==> run_1/power_grid.png <==
Scale bar: 50 µm. Pins as bars on the die edge.
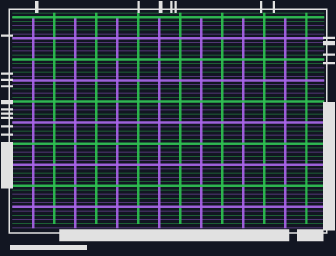
==> run_1/placement_by_type.png <==
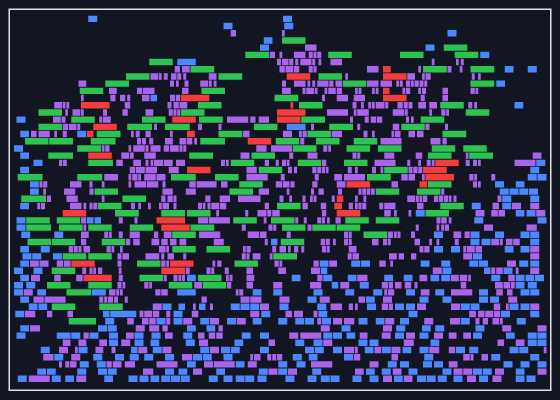
==> run_1/clk_routes.png <==
Scale bar: 50 µm.
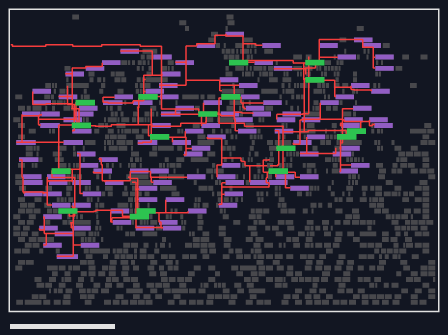
<file path="config.mk">
export PLATFORM = sky130hd
export DESIGN_NAME = debug_monitor_flat
export DESIGN_NICKNAME = d
export VERILOG_FILES = /design/src/rtl/debug_pkg.sv /design/src/rtl/debug_monitor_if.sv /design/src/rtl/debug_monitor_seg_scan_driver.sv /design/src/rtl/debug_monitor.sv /design/src/flat_wrapper.sv
export SDC_FILE = /design/constraint.sdc
export NUM_CORES = 1
export LEC_CHECK = 0
export CAP_MARGIN = 40
export CORE_ASPECT_RATIO = 0.7
export CORE_UTILIZATION = 30
export DETAILED_ROUTE_END_ITERATION = 6
export PLACE_DENSITY_LB_ADDON = 0.15
export SYNTH_ARGS = -nofsm -noshare
export SYNTH_HDL_FRONTEND = slang
export SYNTH_SLANG_ARGS = --single-unit
</file>
<file path="constraint.sdc">
create_clock -name clk -period 5.74 [get_ports clk]
set_input_delay 1.148 -clock clk [delete_from_list [all_inputs] [get_ports clk]]
set_output_delay 1.148 -clock clk [all_outputs]
set_load 0.02 [all_outputs]
</file>
<file path="src/rtl/debug_pkg.sv">
// Shared definitions for the debug monitor: display/ASCII glyph helpers,
// frame delimiter characters and the dump FSM state type.
package debug_pkg;

  localparam logic [7:0] CHR_COLON = 8'h3A;
  localparam logic [7:0] CHR_CR    = 8'h0D;
  localparam logic [7:0] CHR_LF    = 8'h0A;

  typedef enum logic [1:0] {
    S_IDLE = 2'd0,
    S_LOAD = 2'd1,
    S_SEND = 2'd2,
    S_WAIT = 2'd3
  } dump_state_e;

  // Segment order is {g,f,e,d,c,b,a}; a 0 lights the segment.
  function automatic logic [6:0] hex_glyph(input logic [3:0] n);
    logic [6:0] g;
    case (n)
      4'h0: g = 7'h40;
      4'h1: g = 7'h79;
      4'h2: g = 7'h24;
      4'h3: g = 7'h30;
      4'h4: g = 7'h19;
      4'h5: g = 7'h12;
      4'h6: g = 7'h02;
      4'h7: g = 7'h78;
      4'h8: g = 7'h00;
      4'h9: g = 7'h10;
      4'hA: g = 7'h08;
      4'hB: g = 7'h03;
      4'hC: g = 7'h46;
      4'hD: g = 7'h21;
      4'hE: g = 7'h06;
      default: g = 7'h0E;
    endcase
    return g;
  endfunction

  function automatic logic [7:0] hex_ascii(input logic [3:0] n);
    return (n < 4'd10) ? (8'h30 + {4'h0, n}) : (8'h37 + {4'h0, n});
  endfunction

endpackage

</file>
<file path="src/rtl/debug_monitor_if.sv">
// Byte-wide UART transmit handshake between the debug monitor and the uart TX block.
interface debug_monitor_if;
  logic [7:0] tx_data;
  logic       tx_we;
  logic       tx_busy;

  modport master (output tx_data, output tx_we, input tx_busy);
  modport slave  (input tx_data, input tx_we, output tx_busy);
endinterface

</file>
<file path="src/rtl/debug_monitor_seg_scan_driver.sv">
// Multiplexed 7-segment scanner: one digit slot per SCAN_DIV clocks, registered seg/anode.
module seg_scan_driver
  import debug_pkg::*;
#(
  parameter int NUM_DIGITS = 4,
  parameter int SCAN_DIV   = 100000
) (
  input  logic                    clk,
  input  logic                    rst,
  input  logic [4*NUM_DIGITS-1:0] digits,
  output logic [6:0]              seg,
  output logic [NUM_DIGITS-1:0]   anode
);

  localparam int DIV_W = (SCAN_DIV > 1) ? $clog2(SCAN_DIV) : 1;
  localparam int IDX_W = (NUM_DIGITS > 1) ? $clog2(NUM_DIGITS) : 1;

  logic [DIV_W-1:0]      div_q, div_d;
  logic [IDX_W-1:0]      idx_q, idx_d;
  logic [6:0]            seg_q, seg_d;
  logic [NUM_DIGITS-1:0] anode_q, anode_d;
  logic                  tc;
  logic [3:0]            nib;

  // The output pair is loaded at the end of each slot, so the first lit digit is index 0.
  always_comb begin
    tc      = (div_q == DIV_W'(SCAN_DIV - 1));
    div_d   = tc ? '0 : div_q + 1'b1;
    idx_d   = idx_q;
    seg_d   = seg_q;
    anode_d = anode_q;
    nib     = digits[4*int'(idx_q) +: 4];
    if (tc) begin
      seg_d   = hex_glyph(nib);
      anode_d = ~(NUM_DIGITS'(1) << idx_q);
      idx_d   = (idx_q == IDX_W'(NUM_DIGITS - 1)) ? '0 : idx_q + 1'b1;
    end
  end

  always_ff @(posedge clk or posedge rst) begin
    if (rst) begin
      div_q   <= '0;
      idx_q   <= '0;
      seg_q   <= 7'h7F;
      anode_q <= '1;
    end else begin
      div_q   <= div_d;
      idx_q   <= idx_d;
      seg_q   <= seg_d;
      anode_q <= anode_d;
    end
  end

  assign seg   = seg_q;
  assign anode = anode_q;

endmodule

</file>
<file path="src/rtl/debug_monitor.sv">
// On-board debug monitor: probe select, freeze snapshot, paged 7-seg display
// and a UART hex dump of the displayed probe word.
module debug_monitor
  import debug_pkg::*;
#(
  parameter int  NUM_PROBES = 8,
  parameter int  PROBE_W    = 32,
  parameter int  NUM_DIGITS = 4,
  parameter int  SCAN_DIV   = 100000,
  localparam int PAGES      = PROBE_W / (4*NUM_DIGITS),
  localparam int SEL_W      = $clog2(NUM_PROBES),
  localparam int PAGE_W     = (PAGES > 1) ? $clog2(PAGES) : 1
) (
  input  logic                          clk,
  input  logic                          rst,
  input  logic [NUM_PROBES*PROBE_W-1:0] probe_bus,
  input  logic [SEL_W-1:0]              sel,
  input  logic [PAGE_W-1:0]             page,
  input  logic                          freeze,
  input  logic                          dump_req,
  debug_monitor_if.master               uart,
  output logic [6:0]                    seg,
  output logic [NUM_DIGITS-1:0]         anode,
  output logic [1:0]                    led
);

  localparam int NIBS      = PROBE_W / 4;
  localparam int FRAME     = NIBS + 4;
  localparam int CNT_W     = $clog2(FRAME);
  localparam int PAGE_BITS = 4 * NUM_DIGITS;

  logic [SEL_W-1:0]   sel_s1_q, sel_s1_d, sel_s2_q, sel_s2_d;
  logic [PAGE_W-1:0]  page_s1_q, page_s1_d, page_s2_q, page_s2_d;
  logic               frz_s1_q, frz_s1_d, frz_s2_q, frz_s2_d, frz_prev_q, frz_prev_d;
  logic [PROBE_W-1:0] snap_q, snap_d;

  dump_state_e        state_q, state_d;
  logic [CNT_W-1:0]   cnt_q, cnt_d;
  logic [PROBE_W-1:0] dword_q, dword_d;
  logic [SEL_W-1:0]   dsel_q, dsel_d;
  logic [7:0]         tx_data_q, tx_data_d;
  logic               tx_we_q, tx_we_d;
  logic               first_q, first_d;

  logic [PROBE_W-1:0]   live, disp;
  logic [PAGE_BITS-1:0] page_word;
  logic                 frz_edge;
  int                   pg;
  logic [7:0]           frame_byte;

  always_comb begin
    sel_s1_d   = sel;
    sel_s2_d   = sel_s1_q;
    page_s1_d  = page;
    page_s2_d  = page_s1_q;
    frz_s1_d   = freeze;
    frz_s2_d   = frz_s1_q;
    frz_prev_d = frz_s2_q;
  end

  // In the edge cycle the snapshot is not loaded yet, so live is still what is shown.
  always_comb begin
    live = '0;
    for (int k = 0; k < NUM_PROBES; k++) begin
      if (sel_s2_q == SEL_W'(k)) live = probe_bus[k*PROBE_W +: PROBE_W];
    end
    frz_edge  = frz_s2_q & ~frz_prev_q;
    snap_d    = frz_edge ? live : snap_q;
    disp      = (frz_s2_q & ~frz_edge) ? snap_q : live;
    pg        = (int'(page_s2_q) < PAGES) ? int'(page_s2_q) : 0;
    page_word = disp[pg*PAGE_BITS +: PAGE_BITS];
  end

  always_comb begin
    frame_byte = CHR_LF;
    if (cnt_q == '0)
      frame_byte = hex_ascii(4'(dsel_q));
    else if (cnt_q == CNT_W'(1))
      frame_byte = CHR_COLON;
    else if (int'(cnt_q) <= NIBS + 1)
      frame_byte = hex_ascii(dword_q[4*(NIBS + 1 - int'(cnt_q)) +: 4]);
    else if (int'(cnt_q) == NIBS + 2)
      frame_byte = CHR_CR;
  end

  // first_q marks the WAIT cycle in which the uart has not yet raised busy.
  always_comb begin
    state_d   = state_q;
    cnt_d     = cnt_q;
    dword_d   = dword_q;
    dsel_d    = dsel_q;
    tx_data_d = tx_data_q;
    tx_we_d   = 1'b0;
    first_d   = 1'b0;
    case (state_q)
      S_IDLE: begin
        if (dump_req) begin
          dword_d = disp;
          dsel_d  = sel_s2_q;
          cnt_d   = '0;
          state_d = S_LOAD;
        end
      end
      S_LOAD: begin
        tx_data_d = frame_byte;
        state_d   = S_SEND;
      end
      S_SEND: begin
        if (!uart.tx_busy) begin
          tx_we_d = 1'b1;
          first_d = 1'b1;
          state_d = S_WAIT;
        end
      end
      S_WAIT: begin
        if (!first_q && !uart.tx_busy) begin
          if (cnt_q == CNT_W'(FRAME - 1)) begin
            state_d = S_IDLE;
          end else begin
            cnt_d   = cnt_q + 1'b1;
            state_d = S_LOAD;
          end
        end
      end
      default: state_d = S_IDLE;
    endcase
  end

  always_ff @(posedge clk or posedge rst) begin
    if (rst) begin
      sel_s1_q   <= '0;
      sel_s2_q   <= '0;
      page_s1_q  <= '0;
      page_s2_q  <= '0;
      frz_s1_q   <= 1'b0;
      frz_s2_q   <= 1'b0;
      frz_prev_q <= 1'b0;
      snap_q     <= '0;
      state_q    <= S_IDLE;
      cnt_q      <= '0;
      dword_q    <= '0;
      dsel_q     <= '0;
      tx_data_q  <= '0;
      tx_we_q    <= 1'b0;
      first_q    <= 1'b0;
    end else begin
      sel_s1_q   <= sel_s1_d;
      sel_s2_q   <= sel_s2_d;
      page_s1_q  <= page_s1_d;
      page_s2_q  <= page_s2_d;
      frz_s1_q   <= frz_s1_d;
      frz_s2_q   <= frz_s2_d;
      frz_prev_q <= frz_prev_d;
      snap_q     <= snap_d;
      state_q    <= state_d;
      cnt_q      <= cnt_d;
      dword_q    <= dword_d;
      dsel_q     <= dsel_d;
      tx_data_q  <= tx_data_d;
      tx_we_q    <= tx_we_d;
      first_q    <= first_d;
    end
  end

  assign uart.tx_data = tx_data_q;
  assign uart.tx_we   = tx_we_q;
  assign led          = {frz_s2_q, state_q != S_IDLE};

  seg_scan_driver #(
    .NUM_DIGITS (NUM_DIGITS),
    .SCAN_DIV   (SCAN_DIV)
  ) u_scan (
    .clk    (clk),
    .rst    (rst),
    .digits (page_word),
    .seg    (seg),
    .anode  (anode)
  );

endmodule

</file>
<file path="src/flat_wrapper.sv">
// flat-port wrapper written by rule: the top's interface ports become plain ports
module debug_monitor_flat import debug_pkg::*;
#(
  parameter int  NUM_PROBES = 8,
  parameter int  PROBE_W    = 32,
  parameter int  NUM_DIGITS = 4,
  parameter int  SCAN_DIV   = 100000,
  localparam int PAGES      = PROBE_W / (4*NUM_DIGITS),
  localparam int SEL_W      = $clog2(NUM_PROBES),
  localparam int PAGE_W     = (PAGES > 1) ? $clog2(PAGES) : 1
)
  (clk, rst, probe_bus, sel, page, freeze, dump_req, seg, anode, led, uart_tx_data, uart_tx_we, uart_tx_busy);
  debug_monitor_if uart_i ();
  input  logic clk;
  input  logic rst;
  input  logic [NUM_PROBES*PROBE_W-1:0] probe_bus;
  input  logic [SEL_W-1:0] sel;
  input  logic [PAGE_W-1:0] page;
  input  logic freeze;
  input  logic dump_req;
  output logic [6:0] seg;
  output logic [NUM_DIGITS-1:0] anode;
  output logic [1:0] led;
  output wire logic [$bits(uart_i.tx_data)-1:0] uart_tx_data;
  output wire logic [$bits(uart_i.tx_we)-1:0] uart_tx_we;
  input wire logic [$bits(uart_i.tx_busy)-1:0] uart_tx_busy;
  assign uart_tx_data = uart_i.tx_data;
  assign uart_tx_we = uart_i.tx_we;
  assign uart_i.tx_busy = uart_tx_busy;
  debug_monitor #(.NUM_PROBES(NUM_PROBES), .PROBE_W(PROBE_W), .NUM_DIGITS(NUM_DIGITS), .SCAN_DIV(SCAN_DIV)) u_core (.clk(clk), .rst(rst), .probe_bus(probe_bus), .sel(sel), .page(page), .freeze(freeze), .dump_req(dump_req), .uart(uart_i), .seg(seg), .anode(anode), .led(led));
endmodule
</file>
==> run notes, run 1 <==
Physical design

The number of synthesized flops with an enable pin stands at 0. The global routing usage summed across all routing layers stands at 22.34%. In this run, placement finished with an instance count of 1,525. The area after detailed placement stands at 0.01168 mm². After layout, the design draws a total of 3.656 mW. The worst setup path is captured at a register.

The tree is rooted in a sky130_fd_sc_hd__clkbuf_16. The distinct cell type count after synthesis stands at 72. The pin count of the biggest net entering global routing stands at 97. TritonRoute reported its final design rule violation total as 0. Counting endpoints that fail hold in the final report gives 0. The sequential-to-total area share from yosys stat stands at 35.78%. Setup repair after global routing left no endpoint under its margin.

In the final layout, the fill cell count is 2,763. The count of nets left with antenna violations once routing finished came out at 0. The clock tree buffer depth stands at 2. Per the detail_route report, vias per standard cell equal 5.185. In this run the full chip footprint comes out at 0.02926 mm².

Per the final report, max-transition violations number 0. The vertical die dimension reported for this design is 143.4 µm. Setup slack on the critical path of the routed design comes to 1488 ps. Ranking logic cells in the layout by count gives the top entries 285 x sky130_fd_sc_hd__clkdlybuf4s50_1, 109 x sky130_fd_sc_hd__nand2_1, 109 x sky130_fd_sc_hd__dfrtp_1, 77 x sky130_fd_sc_hd__o21ai_0, 73 x sky130_fd_sc_hd__nor2_1. Dividing the synthesized area by the synthesized cell count gives 9.297 µm².

The synthesized net count stands at 1,211. The total number of vias stands at 8,073. The total area of multi-input combinational cells stands at 0.004985 mm². For the pin with the worst max-slew slack, the measured transition is 894.1 ps. The instance count of the mapped netlist stands at 922. In the log, the iteration count for the first detailed-route pass is 5. Hold timing on the final database bottoms out at a slack of 346.3 ps. The number of global-route vias before repair stands at 8,147. Per the OpenROAD floorplan log, the width of the die is 204.0 µm. The final report gives the core utilization as 44.29%. The mapped netlist covers 0.008572 mm².

Headroom to the max-slew limit came out at 40.39%. Once iteration 0 of detailed routing completed, the report listed 483 DRC markers. Per the synth stats, the flop cell with the highest instance count is sky130_fd_sc_hd__dfrtp_1. The final timing summary puts the cycle share of the worst path at 74.09%. Of the cells placed in the final design, the portion with a size suffix greater than 1 is 11.30%.

After detailed routing, the total wire length is 32.02 mm. The number of gates resized after CTS was 0. The peak fanout along the critical path stands at 96. The overflow left after global routing stands at 0.

The post-CTS clock slew at the launch and capture registers of the worst setup and hold paths stands at 60 ps. The fraction of synthesized cell area taken by the top area cell type stands at 32.40%. The summed negative setup slack over all endpoints stands at 0 ps. The number of H-tree levels stands at 4. The data arrival time of the critical path stands at 4600 ps.

The pre-CTS setup slack stands at 1348 ps. RePlAce ended its routability-driven mode at a weighted congestion of 0.8299. TritonCTS built the clock tree. For reference, the top cells by area after synthesis are sky130_fd_sc_hd__dfrtp_1 32%, sky130_fd_sc_hd__mux2i_1 7.7%, sky130_fd_sc_hd__nand2_1 4.8%. The number of buffers inserted by port buffering stands at 285. The final cell count without fillers stands at 1,557.

The required time at the endpoint of the critical path stands at 6090 ps. The run finished with clean final reports. The relative area change from synthesis to final layout stands at 44.40%. After clock tree synthesis, the flow added hold-fix buffers numbering 0.

According to the Yosys statistics, the synthesized design has a chip area of 0.008572 mm². The global-route wire length before repair stands at 49.34 mm. The minimum clock period stands at 4252 ps.

Counting the buffers created by CTS gives 17. The largest total area in the synthesized netlist belongs to sky130_fd_sc_hd__dfrtp_1. The worst setup path is launched from a register. The HPWL after detailed placement is 24.47 mm.
Back to the opening pictures, power_grid.png:
Key: green = VDD; purple = VSS
52 met1 rails follow the rows. 287 signal pins sit on the boundary. 14 straps on met4.

Back to the opening pictures, placement_by_type.png:
Key: green = flops [cells 122, share of their area 26%]; purple = combinational and other logic [cells 730, share of their area 43%]; blue = other buffers and delay cells [cells 302, share of their area 26%]; red = clock drivers and dummy loads [cells 32, share of their area 5.8%]
number of core rows: 51
post-route cell area: 0.01238 mm²
placeable core region: 0.02795 mm²

Back to the opening pictures, clk_routes.png:
Key: purple = flip-flops [count 122]; red = clock wires [length 1,940 µm]; green = clock drivers [count 17]
There are 18 routed clock nets.
Clock Power Share: 35.1%
setup skew after layout: 12.13 ps
clock-net power: 1.28 mW
worst-skew pair later-pin latency: 430 ps

-- run 1: synth_stat cells (all sizes together), types with 5 or more instances --
cell type  number
o21ai          78
ha             24
a31oi          10
a211oi         10
xor2            5
dfstp          11
dfrtp         111
nor2           74
o31ai           6
a21oi          55
nand2         110
nor3            5
a22oi          25
inv            24
xnor2          11
a21o           12
a32oi          11
clkbuf         38
mux2           33
mux2i          66
buf            32
nand3b         11
nand3          16
a221oi          7
a221o          11
nor2b          12
o22ai           8
nand2b         10
o211ai         15
mux4           17
-- run 1: state kept, by name, summed over array words and instances, names as in the netlist --
signal and flops:
u_core.frz_prev_d 1, u_core.uart.tx_we 1, u_core.u_scan.div_q 17, u_core.u_scan.anode 4, u_core.dsel_q 3, u_core.sel_s2_q 3, u_core.u_scan.idx_q 2, u_core.sel_s1_q 3
u_core.u_scan.seg 7, u_core.page_s2_q 1, u_core.state_q 2, u_core.frz_s1_q 1, u_core.cnt_q 4, u_core.snap_q 32, u_core.page_s1_q 1, u_core.uart.tx_data 7
u_core.frz_prev_q 1, u_core.dword_q 32
-- run 1: logic make-up after synthesis --
family	Yosys count	synth area share, %
other cells	1	0.04375
compound gates	278	21.75
buf+inv	98	6.233
xor+xnor	16	1.635
flops	122	35.78
fa+ha+maj	24	3.503
mux	116	16.51
simple gates	267	14.55
-- run 1: layer usage --
metal / global-route usage (%) / vias to the layer above / share of wire (%)
li1: - / 3906 / -
met1: 32.18 / 3910 / 50
met5: 0 / - / 0
met2: 34.21 / 230 / 44
met3: 4.898 / 27 / 5.6
met4: 4.321 / 0 / 1.1
-- run 1: worst max-delay path, stage by stage, from the launching register on --
cell and delay [ps]:
sky130_fd_sc_hd__dfrtp_4 720, sky130_fd_sc_hd__buf_12 450, sky130_fd_sc_hd__nand2_1 360, sky130_fd_sc_hd__o21ai_0 280, sky130_fd_sc_hd__nor3b_1 140, sky130_fd_sc_hd__o211ai_1 210
sky130_fd_sc_hd__o211ai_1 130, sky130_fd_sc_hd__a2111oi_2 740, sky130_fd_sc_hd__inv_1 200, sky130_fd_sc_hd__ha_1 310, sky130_fd_sc_hd__mux2i_1 160, sky130_fd_sc_hd__mux2i_1 80
sky130_fd_sc_hd__mux2_2 290
-- run 1: where the power goes --
group	switching, mW	internal [mW]
Combinational	0.563	0.603
Clock	0.423	0.862
Sequential	0.152	1.05
Total	1.14	2.52
-- run 1: final cells by class --
class | instances | area share, %
Clock inverter | 14 | 2.163
Timing Repair Buffer | 302 | 24.66
Inverter | 28 | 0.8693
Multi-Input combinational cell | 702 | 40.27
Clock buffer | 18 | 3.467
Tap cell | 371 | 3.750
Sequential cell | 122 | 24.82
-- run 1: worst paths after layout --
path | from | endpoint | slack (ps) | cells after the start
max reg2reg | u_core.sel_s2_q[1] | u_core.u_scan.seg[0] | 1490 | 12
min reg2reg | u_core.frz_s1_q | u_core.frz_prev_d | 350 | 0
min | u_core.frz_s1_q | u_core.frz_prev_d | 350 | 0
min in group asynchronous | rst | u_core.u_scan.div_q[14] | 1170 | 2
max | u_core.sel_s2_q[1] | u_core.u_scan.seg[0] | 1490 | 12
max in group asynchronous | rst | u_core.snap_q[12] | 3720 | 3
--- run 2 (diff from run 1) ---
==> constraint.sdc (replaced) <==
create_clock -name clk -period 3.5 [get_ports clk]
set_input_delay 0.7 -clock clk [delete_from_list [all_inputs] [get_ports clk]]
set_output_delay 0.7 -clock clk [all_outputs]
set_load 0.02 [all_outputs]
==> run_2/power_grid.png <==
Scale bar: 50 µm. Pins as bars on the die edge.
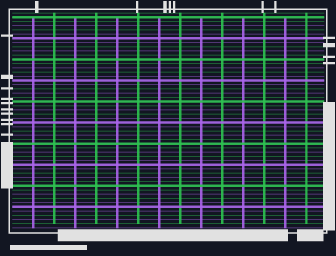
Key: green = VDD; purple = VSS
52 met1 rails follow the rows. 10 straps on met5. The core has 51 rows. 14 straps on met4. 287 signal pins sit on the boundary.

==> run notes, run 2 <==
Physical design

The relative slew slack stands at 63.87%. Port buffering added 285 buffers. The insertion delay at the late pin of the worst-skew pair stands at 420 ps. Pins over their slew limit in the final report were tallied at 0. The total area of multi-input combinational cells stands at 0.005004 mm². The tightest hold margin stands at 346.3 ps. TritonCTS built the clock tree. The first global-routing pass estimated 49.26 mm of wire.

The worst-margin pin slew stands at 540.1 ps. The main area contributors are sky130_fd_sc_hd__dfrtp_1 32%, sky130_fd_sc_hd__mux2i_1 7.7%, sky130_fd_sc_hd__nand2_1 4.8%. No sink is reached through more buffers than the 2 on the longest clock path. The met1 wire length stands at 15.68 mm.

After layout, the worst setup slack is 93.12 ps. Per the timing report, the most critical flop-to-flop path finishes at u_core.u_scan.seg[0]. The final cell count without fillers stands at 1,605.

Data arrives at the worst endpoint at 3750 ps. The capture point of the critical path was reported as u_core.u_scan.seg[0]. A synthesized cell averages 9.297 µm². By instance count, the leading cell after synthesis is sky130_fd_sc_hd__dfrtp_1. Looking at the worst setup and hold paths, the clock pins of their registers show a slew of 50 ps. The detail route stage leaves a number of antenna-violating nets equal to 0. The launch point of the worst register-to-register path is recorded as u_core.sel_s2_q[1].

Sorting the Yosys area breakdown by cell type puts at the top sky130_fd_sc_hd__dfrtp_1. Per the synthesis report, the single largest cell type by area occupies 32.40% of cell area. The horizontal die size stands at 204.0 µm. The synthesis report names the predominant flop master as sky130_fd_sc_hd__dfrtp_1. The script parses the final routing iteration and logs DRC violations as 0. The die height stands at 143.4 µm. The number of buffers added to fix hold violations after cts stands at 0. Setup slack on the worst reg-to-reg path comes out at 90 ps. The library cells used most frequently in the layout, excluding fill and tap cells, are 285 x sky130_fd_sc_hd__clkdlybuf4s50_1, 109 x sky130_fd_sc_hd__nand2_1, 109 x sky130_fd_sc_hd__dfrtp_1, 77 x sky130_fd_sc_hd__o21ai_0, 73 x sky130_fd_sc_hd__nor2_1. For this run, the chip area from Yosys synthesis comes to 0.008572 mm². Detailed placement finished with a half-perimeter wire length of 25.15 mm.

The pin count of the biggest net entering global routing stands at 54. The number of synthesized flops with an enable pin stands at 0. The relative area change from synthesis to final layout stands at 49.69%. The logic depth of the worst setup path including buffers stands at 13. The number of cells on the worst reg-to-reg path is 13.

OpenSTA, run right after detailed placement, puts the worst setup slack at -406.4 ps. The global routing usage summed across all routing layers stands at 22.36%. The first-pass iteration count of the detailed router stands at 7. The area of the mapped netlist stands at 0.008572 mm². The final weighted congestion in routability-driven placement stands at 0.8545. Row generation in the floorplan step produced 51 rows. Per the CTS log, the root buffer master is sky130_fd_sc_hd__clkbuf_16. The summed negative setup slack over all endpoints stands at 0 ps.

The number of global-route vias before repair is 8,112. After layout, the minimum clock period comes to 3407 ps. Per the post-run analysis, buffers plus inverters along the critical path come to 3. The synthesized net count stands at 1,211.

STA classifies the critical path startpoint as a register. The maximum clock skew at final layout stands at 8.541 ps. Broken down by cell family, the worst path's largest delay share belongs to AND-OR/OR-AND gates.

The design draws 5.852 mW. The sequential-to-total area share from yosys stat stands at 35.78%. The total die size stands at 0.02926 mm². The overflow left after global routing stands at 0. The run finished with clean final reports. The worst setup path is captured at a register.

The distinct cell type count after synthesis stands at 72. The commonest cells after synthesis are 111 x sky130_fd_sc_hd__dfrtp_1, 110 x sky130_fd_sc_hd__nand2_1, 77 x sky130_fd_sc_hd__o21ai_0. The critical path maximum fanout is 32.

The sum of met2 wire segment lengths after detailed routing stands at 14.24 mm. The via density per instance stands at 5.115. The post-route utilization of the core is recorded as 45.91%. The sum of routed wire length over all layers stands at 32.07 mm.

The placed instance count stands at 1,572. The timing report gives the biggest stage delay along the critical path as 460 ps.
run 2: cell count changes in the layout (fill, tap and decap cells not counted), sizes merged:
cell	before	now
buf	17	64
bufinv	7	3
clkbuf	18	26
clkinv	6	4
clkinvlp	3	5
inv	26	23
run 2: cell type report:
class	instances	share of cell area (%)
Multi-Input combinational cell	702	39.00
Tap cell	371	3.618
Timing Repair Buffer	350	27.84
Sequential cell	122	23.96
Clock inverter	7	0.8971
Inverter	28	0.9069
Clock buffer	25	3.784
run 2: cell families after synthesis:
logic type      synth area share [%]
compound gates                 21.75
simple gates                   14.55
flops                          35.78
mux                            16.51
buf+inv                        6.233
fa+ha+maj                      3.503
xor+xnor                       1.635
other cells                  0.04375
run 2: report_power, final:
group	internal [mW]	switching (mW)
clock network	1.17	0.643
logic	1.09	1.01
registers	1.73	0.207
total	3.99	1.86
run 2: how the worst min path moves through the flow:
stage,start,endpoint,slack (ps),cells after the start
global route,u_core.frz_s1_q,u_core.frz_prev_d,360,0
floorplan,u_core.frz_s1_q,u_core.frz_prev_d,330,0
CTS,u_core.frz_s1_q,u_core.frz_prev_d,350,0
detailed placement,u_core.frz_s1_q,u_core.frz_prev_d,340,0
finish,u_core.frz_s1_q,u_core.frz_prev_d,350,0
global placement,u_core.frz_s1_q,u_core.frz_prev_d,330,0
run 2: layer usage:
layer / GRT usage [%] / vias to the layer above
li1: - / 3987
met1: 31.98 / 3976
met2: 34.91 / 226
met3: 4.422 / 21
met4: 4.321 / 0
met5: 0 / -
run 2: timing repair:
| item | in CTS | in global routing |
|---|---|---|
| cloned | 0 | 1 |
| hold endpoints to repair | 0 | 0 |
| setup endpoints to repair | 2 | 5 |
| resized | 2 | 6 |
| pin swaps | 0 | 2 |
Power and IR drop assume default switching activity.
